### M2 wires

Scale: 3 px per µm.
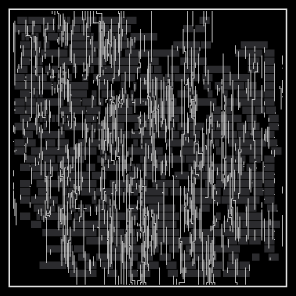
### M3 wires

Scale: 3 px per µm.
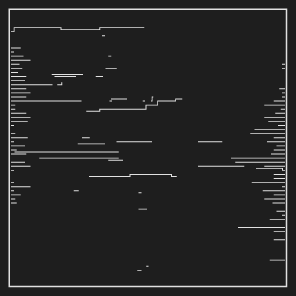
### Track usage over the die

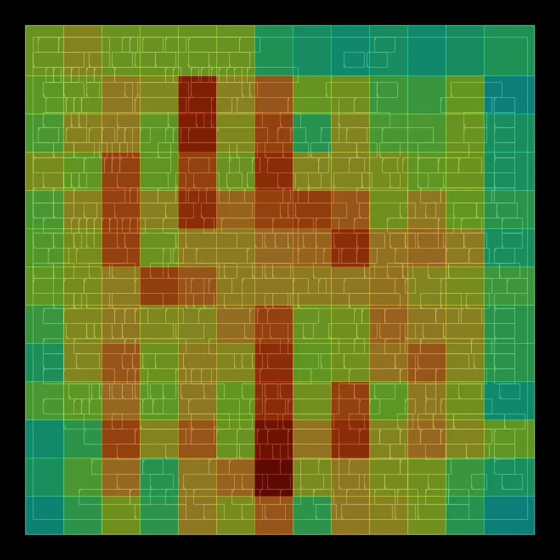
### Drive-strength map

Scale: 4 px per µm.
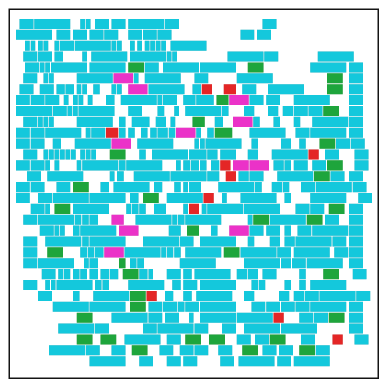
==> config.mk <==
export PLATFORM = sky130hd
export DESIGN_NAME = div16_seq
export DESIGN_NICKNAME = d
export VERILOG_FILES = /design/src/rtl/div16_seq.sv
export SDC_FILE = /design/constraint.sdc
export NUM_CORES = 1
export LEC_CHECK = 0
export CORE_UTILIZATION = 51
export DETAILED_ROUTE_END_ITERATION = 10
export PLACE_DENSITY_LB_ADDON = 0.25
export SYNTH_ARGS = -nofsm -noshare
export SYNTH_HDL_FRONTEND = slang
export SYNTH_SLANG_ARGS = --single-unit
==> constraint.sdc <==
create_clock -name clk -period 2.9 [get_ports clk]
set_input_delay 0.29 -clock clk [delete_from_list [all_inputs] [get_ports clk]]
set_output_delay 0.29 -clock clk [all_outputs]
set_load 0.02 [all_outputs]
==> out/summary.rpt <==
CLOCKING
---------------------------------------------------------------------------------
Clock slew seen by the registers of the worst setup and hold paths .       100 ps
Inserted Clock Buffers .............................................            9
Clock Sinks ........................................................           94
Buffer cell driving the clock tree root ............................     clkbuf_8
Clock Latency Late Sink ............................................       350 ps
Post-cts sizing count ..............................................            0

ROUTE
---------------------------------------------------------------------------------
Metal3 WL ..........................................................       607 µm

SYNTH
---------------------------------------------------------------------------------
Post-synth regs ....................................................           94
Chip Area, Yosys ...................................................     4120 µm²
Flip-flops with a built-in enable ..................................            0
Cell variety after synth ...........................................           32
Share of synthesized area spent on multiplexers ....................        12.6%
# Cells Yosys ......................................................          370

TIMING
---------------------------------------------------------------------------------
Final critical-path share of the clock period ......................        67.8%
Unrepaired setup endpoints after global routing ....................        false
Measured slew at the worst slew-check pin ..........................       923 ps

LAYOUT
---------------------------------------------------------------------------------
Final layout net count .............................................          521
Share of cells above drive strength 1 ..............................        12.5%

RUN
---------------------------------------------------------------------------------
Tally of max-capacitance violations ................................            0

GLOBAL ROUTE
---------------------------------------------------------------------------------
Number of global-route vias before repair ..........................        3,228

WORST SETUP PATH
---------------------------------------------------------------------------------
Crit path kind .....................................................      reg2reg
Required time of the critical path .................................      3150 ps

FLOORPLANNING
---------------------------------------------------------------------------------
Die boundary width .................................................      91.9 µm

PLACE
---------------------------------------------------------------------------------
Dpl cells ..........................................................          556

RUN STATUS
---------------------------------------------------------------------------------
Status ............................................................. finished, final reports clean

Notes on 'M2 wires' above:
nets with wire on the layer	452
wire length on this layer	4,270 µm
longest straight run	39.6 µm
share of all routed wire	47%
main direction	vertical
met2 demand-to-capacity share in global routing: 36.1%
post-detailed-routing wire length: 9170 µm

Notes on 'M3 wires' above:
nets with wire on the layer	90
main direction	horizontal
share of all routed wire	6.6%
longest straight run	34.5 µm
Vias: 3,149
fraction of met3 tracks used by global routing: 5.56%

Notes on 'Track usage over the die' above:
average wire per cell in the routed design: 16.0 µm
busiest layer in global routing: met2
met1 demand-to-capacity share in global routing: 32.3%
all-layer global routing usage: 23.1%

Notes on 'Drive-strength map' above:
colour	size	cells	share
cyan	drive 1 or less	412	87%
magenta	drive 6 and up	12	2.5%
green	drive 2	36	7.6%
red	drive 3 to 4	11	2.3%
Final Cell Area: 5440 µm²
area added between synthesis and finish: 32.0%

==> where the power goes <==
| part | leakage (nW) | total, W | internal [W] | switching [W] |
|---|---|---|---|---|
| sequential | 1.20 | 0.00197 | 0.00165 | 0.000319 |
| combinational | 1.18 | 0.00151 | 0.000716 | 0.000795 |
| clock | 0.0958 | 0.000813 | 0.000347 | 0.000466 |
| total | 2.48 | 0.00429 | 0.00271 | 0.00158 |
==> worst max-delay path, cell delays in order (launching register included) <==
cell,delay (ps)
dfrtp_1,430
inv_1,70
ha_1,160
and4bb_2,650
a21oi_2,220
a221o_1,330
==> per-stage QoR <==
| stage | cell area [µm²] | power [W] | setup slack (ps) | hold slack, ps |
|---|---|---|---|---|
| 5_1_grt | 5440 | 0.00455 | 792 | 482 |
| 4_1_cts | 5440 | 0.00432 | 948 | 464 |
| 2_1_floorplan | 4120 | 0.00297 | 1370 | -5.59 |
| 6_report | 5440 | 0.00429 | 934 | 436 |
| 3_3_place_gp | 5250 | 0.00345 | 999 | 286 |
| 3_5_place_dp | 5250 | 0.00351 | 944 | 293 |
==> layout by cell type, fill, tap and decap left out, drive strengths merged <==
cell and n:
nand3 4, nor4 4, nand4bb 1, nand4 1
nand3b 1, xnor2 2, nand2 54, a31oi 9
inv 8, a211oi 16, and2b 1, nor2 13
o31ai 1, o32ai 2, nor3 1, clkinv 3
and4bb 1, mux2i 17, buf 9, o22a 1
a221o 5, and2 4, clkbuf 11, ha 3
or4 1, o21ai 16, or3 2, a21oi 33
nand2b 4, dlygate4sd3 1, clkdlybuf4s50 117, mux2 31
dfrtp 94
==> final cells by class <==
type | count | area (µm²)
repair buffers | 127 | 1250
multi-input cells | 228 | 1500
inverters | 6 | 22.5
well taps | 102 | 128
fillers | 581 | 2330
clock buffers | 11 | 141
clock inverters | 5 | 42.5
flip-flops and latches | 94 | 2350
Power and IR drop assume default switching activity.
